==> config.mk <==
export PLATFORM = sky130hd
export DESIGN_NAME = timer_counter
export DESIGN_NICKNAME = d
export VERILOG_FILES = /design/src/rtl/timer_counter_pkg.sv /design/src/rtl/timer_counter.sv
export SDC_FILE = /design/constraint.sdc
export NUM_CORES = 1
export LEC_CHECK = 0
export ABC_AREA = 0
export CORE_UTILIZATION = 25
export CTS_BUF_LIST = sky130_fd_sc_hd__clkbuf_4 sky130_fd_sc_hd__clkbuf_8
export CTS_CLUSTER_SIZE = 20
export DETAILED_ROUTE_END_ITERATION = 8
export PLACE_DENSITY = 0.57
export SYNTH_ARGS = -nofsm -noshare
export SYNTH_HDL_FRONTEND = slang
export SYNTH_SLANG_ARGS = --single-unit
==> constraint.sdc <==
create_clock -name clk -period 3.8 [get_ports clk]
set_input_delay 0.38 -clock clk [delete_from_list [all_inputs] [get_ports clk]]
set_output_delay 0.38 -clock clk [all_outputs]
set_load 0.03 [all_outputs]
**Run 1: I/O pins on the die edge**

(4 px per um) Pins as bars across the die edge, other pins in grey.
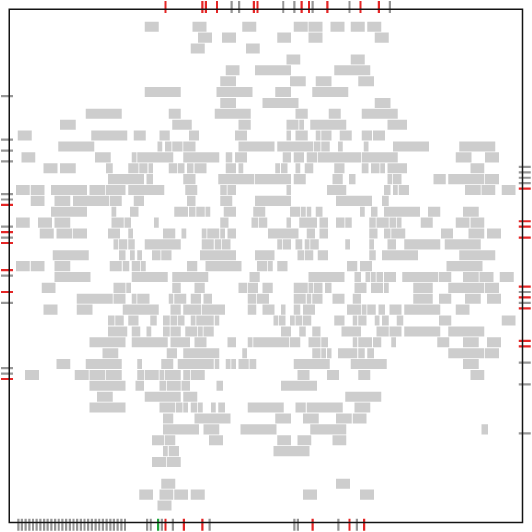
[green] we | pins: 1 | direction: input | edge: bottom
[red] rdata | pins: 32 | direction: output | edge: 11 top, 9 right, 6 bottom, 6 left
die height: 128.0 um
Port Buf Inserts: 69

**Run 1: congestion heat map**

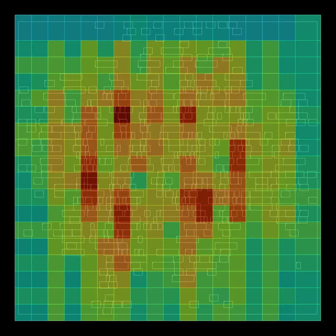
met2 Use GR: 23.21%
GR Util met3: 3.589%

**Run 1: logic cells by family**

(2 px per um)
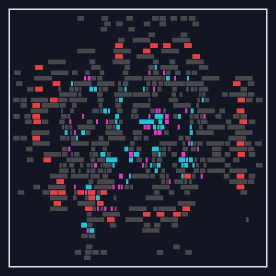
[magenta] NAND gates | cells: 43
[cyan] NOR gates | cells: 53 | where: centre
[red] multiplexers | cells: 40 | where: spread over the die
logic share of the area: 39.49%
Top cell excl fill/tap: dfrtp_1

**Run 1: zoomed window**

Window x 51 to 76, y 26 to 51 um. Cells in grey, sequential cells in the stronger grey; small squares are vias.
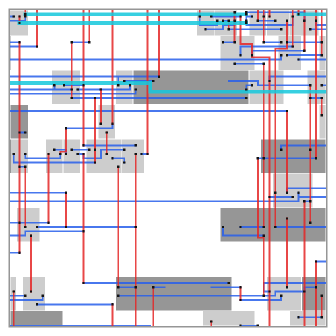
[blue] met1
[cyan] met3
[red] met2
sequential cells in the window: 4
cells with their middle in the window: 25

==> impl_metrics.tcl, run 1 <==
# flow metrics
set metrics [dict create \
    outcome "complete, no violations" \
    area_growth_pct 28.86 \
    routed_wl_um 11490 \
    regArea_um2 1777 \
    ctsHoldBuffers 0 \
    ioPinCount 100 \
    die_x_um 128.0 \
    n_all_buffers 82 \
    gp_congestion 0.8736 \
    fin_crit_sh_pct 76.58 \
    nWellTaps 211 \
    final_cell_mix "71 x dfrtp_1, 68 x clkdlybuf4s50_1, 35 x mux2_2" \
    aoi_share_pct 23.19 \
    worstPathMaxFanout 7 \
    clk_share_pct 4.162 \
    core_um2 15310 \
    ir_drop_mv 0.2299 \
    fin_crit_ns 2.910 \
    ys_cells 402 \
    cts_buffers 9 \
    drive_above_1_share_pct 16.38 \
    grt_pass1_vias 3481 \
    fp_util_pct 25.90 \
    nFillCells 1604 \
    seq_share_pct 34.76 \
    num-nonclk-inverters 15 \
    grt_max_degree 42 \
    start_kind "flop" \
    logic_gates 286 \
    cts_sinks 71 \
    ys_sh_adder_pct 0.6309 \
    fin_area_um2 5111 \
    drtAntennaViolNets 0 \
    warnings 57 \
    syn-cell-area_um2 3966 \
    num_antenna_cells 0 \
    ff2ff_path_depth 6 \
    ys_chip_area_um2 3966 \
    drt_iter0_markers 238 \
    clk_latency_ns 0.37 \
    drt-pass1-iter-count 4 \
    p_leak_uw 0.002006 \
    reg2reg_setup_slack_ns 0.89 \
    cts_root_buffer "clkbuf_8" \
    xor_share_pct 0 \
    cts.htree.levels 3 \
    cts_tree "yes" \
    end_kind "flop" \
    top_logic_kind "AND-OR/OR-AND gates" \
    finalHoldViolations 0 \
    rows 45 \
    final.setup.tns_ns 0 \
    syn_avg_cell_area_um2 9.866 \
    skew_ns 0.01448 \
    grt_pass1_wl_um 18450 \
    numSequentialCells 71 \
    dpl-instance-area_um2 4898 \
    cts.clk_slew.worst_paths_ns 0.08 \
    grt.total_usage_pct 14.73 \
    crit_chain "nor4_1 > nand2_1 > nor2_1 > nand2_1 > or4_1 > o211ai_1" \
    ys_sh_mux_pct 11.20 \
    holdWs_ns 0.1622 \
    cts_resized 0 \
    setup_violations 0 \
    worstMarginPinSlew_ns 1.003 \
    ys_ff 71 \
    via_per_inst 5.053 \
    crit_top_cell "nand2_1" \
    drc 0 \
    max_slew_margin_pct 32.54 \
    syn_nets 471 \
    buffer_area_share_pct 15.32 \
    chipArea_um2 16370 \
    dp_hpwl_um 8095 \
    n_clock_buffer 13 \
]
==> run 1: worst max-delay path, delay by kind of cell (launching register included) <==
kind | cells | cell delay [ns]
DFF | 1 | 0.44
and+or+nand+nor | 5 | 2.27
AOI/OAI and AO/OA | 1 | 0.11
==> run 1: cells in the mapped netlist, types with 6 or more instances <==
| cell | number | area (um^2) |
|---|---|---|
| nor2b_1 | 6 | 37.54 |
| nand2_1 | 33 | 123.9 |
| a32oi_1 | 7 | 61.31 |
| inv_1 | 14 | 52.55 |
| nor3_1 | 7 | 35.03 |
| a22oi_1 | 9 | 67.56 |
| o22ai_1 | 12 | 75.07 |
| o41ai_1 | 6 | 52.55 |
| nor4_1 | 12 | 75.07 |
| clkbuf_1 | 20 | 75.07 |
| nor2_1 | 21 | 78.83 |
| dfrtp_1 | 71 | 1777 |
| a22o_1 | 34 | 297.8 |
| a21oi_1 | 19 | 95.09 |
| o21ai_0 | 22 | 110.1 |
| mux2_2 | 35 | 394.1 |
==> run 1: stage by stage <==
step / std cells / worst slack [ns]
floorplan: 402 / 1.462
global placement: 665 / 0.9046
detailed placement: 665 / 0.9093
CTS: 681 / 0.9013
global route: 681 / 0.7968
finish: 681 / 0.8901
==> run 1: layer usage <==
layer	wire length (um)	track usage [%]	share of wire (%)
met5	0	0	0
met4	188	5.536	1.6
met3	623	3.589	5.4
met2	5344	23.21	47
met1	5330	19.49	46
==> run 1: report_power, final <==
group	switching [uW]	total (uW)	leakage, uW	internal [uW]
Combinational	913	1550	0.00101	638
Sequential	295	1270	0.000883	972
Clock	299	662	0.000113	363
Total	1510	3480	0.00201	1970
**Run 1: sequential cells coloured by netlist name**

(2 px per um) Other sequential cells in the stronger grey, the rest of the logic in the fainter grey.
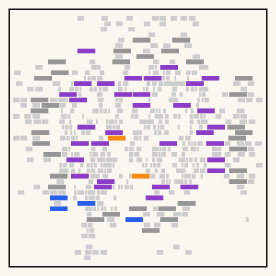

==> run 2, diff against run 1 <==
==> constraint.sdc (replaced) <==
create_clock -name clk -period 2.8 [get_ports clk]
set_input_delay 0.28 -clock clk [delete_from_list [all_inputs] [get_ports clk]]
set_output_delay 0.28 -clock clk [all_outputs]
set_load 0.03 [all_outputs]
**Run 2: sequential cells coloured by netlist name**

(2 px per um) Other sequential cells in the stronger grey, the rest of the logic in the fainter grey.
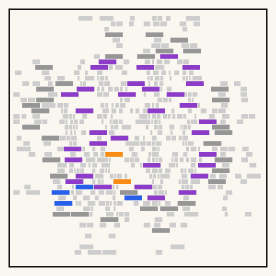
[orange] state_q | flops: 2
[purple] count_q | flops: 32
[blue] ctrl_q | flops: 4 | where: lower left
Seq/total area: 33.87%
Final Util: 34.26%
Flop area: 1777 um^2

**Run 2: zoomed window**

Window x 51 to 76, y 26 to 51 um. Cells in grey, sequential cells in the stronger grey; small squares are vias.
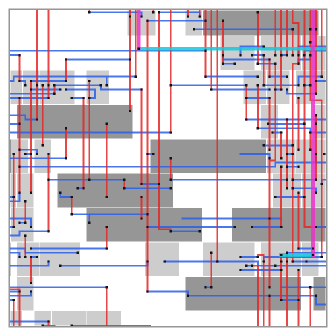
[cyan] met3
[blue] met1
[red] met2
[magenta] met4
cells with their middle in the window: 35
most frequent: dfrtp_1 (7), nand2_1 (5)
sequential cells in the window: 7

==> impl_metrics.tcl, run 2 <==
# flow metrics
set metrics [dict create \
    syn_avg_cell_area_um2 9.866 \
    cts.clk_slew.worst_paths_ns 0.08 \
    warnings 57 \
    xor_share_pct 0 \
    yosys-top-cells-count "71 x dfrtp_1, 35 x mux2_2, 34 x a22o_1" \
    syn_nets 471 \
    cts_buffers 9 \
    ys_cells 402 \
    gp_congestion 0.8795 \
    rows 45 \
    die_y_um 128.0 \
    grt_pass1_vias 3581 \
    fin_crit_sh_pct 94.22 \
    nFillCells 1601 \
    grt_max_degree 45 \
    start_kind "flop" \
    fp_util_pct 25.90 \
    worstMarginPinSlew_ns 0.7176 \
    dp_slack_ns 0.2341 \
    setup_slack_ns 0.1617 \
    via_per_inst 5.000 \
    chipArea_um2 16370 \
    final_common_cell "dfrtp_1" \
    max_slew_margin_pct 51.95 \
    area_leaders "dfrtp_1 45%, mux2_2 9.9%, a22o_1 7.5%, nand2_1 3.1%, o21ai_0 2.8%" \
    drt_iter0_markers 251 \
    ys_sh_mux_pct 11.20 \
    outcome "complete, no violations" \
    netlist.top_cell.by_area "dfrtp_1" \
    cts_tree "yes" \
    worstPathMaxFanout 15 \
    ys_sh_adder_pct 0.6309 \
    dp_hpwl_um 8318 \
    cts_sinks 71 \
    fin_crit_ns 2.638 \
    area_growth_pct 32.27 \
    top_logic_kind "AND-OR/OR-AND gates" \
    grt.total_usage_pct 14.97 \
    core_um2 15310 \
    final.setup.tns_ns 0 \
    die_x_um 128.0 \
    routed_wl_um 11440 \
    place.port_buffers 69 \
    end_kind "flop" \
    aoi_share_pct 23.19 \
    clk_latency_ns 0.36 \
    final_cell_mix "71 x dfrtp_1, 45 x clkdlybuf4s50_1, 35 x mux2_2" \
    syn-cell-area_um2 3966 \
    drc 0 \
    num_antenna_cells 0 \
    ys_chip_area_um2 3966 \
    finalHoldViolations 0 \
    cts_resized 0 \
    ioPinCount 100 \
    setup_violations 0 \
    ys_ff 71 \
    skew_ns 0.009272 \
]
run 2: layout make-up:
| type | instances | share of cell area [%] |
|---|---|---|
| clock inverter | 1 | 0.09540 |
| sequential | 71 | 33.87 |
| timing repair buffer | 91 | 18.27 |
| tap | 211 | 5.032 |
| clock buffer | 14 | 3.196 |
| inverter | 15 | 1.073 |
| multi-input combinational | 286 | 38.47 |
run 2: cells by family (layout without fill, tap and decap cells):
kind of cell               Yosys count  after routing
muxes                               40             40
DFF                                 71             71
adders and majority gates            2              2
and+or+nand+nor                    114            114
buffers and inverters               45            121
AOI/OAI and AO/OA                  130            130
run 2: per-layer routing:
metal	up-vias	GRT usage, %	routed length [um]
met3	12	4.257	620
met5	-	0	0
met4	0	4.567	162
met1	1673	19.71	5175
li1	1664	-	-
met2	96	23.72	5483
run 2: what timing repair did:
item                                   CTS  global route
setup buffers                            0             0
endpoints found under the hold margin   45             0
hold buffers                             1             0
run 2: through the flow:
| step | instances | instance area [um^2] | hold WS, ns |
|---|---|---|---|
| floorplan | 402 | 3966 | -0.01559 |
| global placement | 673 | 5064 | 0.3700 |
| detailed placement | 673 | 5064 | 0.3659 |
| CTS | 689 | 5246 | 0.5084 |
| global route | 689 | 5246 | 0.5196 |
| finish | 689 | 5246 | 0.5109 |
run 2: report_power, final:
group | internal, uW | total, uW | switching, uW
clock network | 380 | 743 | 363
logic | 980 | 2280 | 1300
registers | 1320 | 1690 | 367
run 2: critical path, stage by stage, from the launching register on:
cell,delay [ns]
dfrtp_1,0.46
inv_1,0.13
ha_1,0.27
nor2_1,0.17
nor4_1,0.07
and4_1,0.24
nor2b_2,0.58
buf_4,0.30
a32oi_1,0.12
o22ai_1,0.20
Power figures rest on the tool's default switching activity, not on a simulated workload.
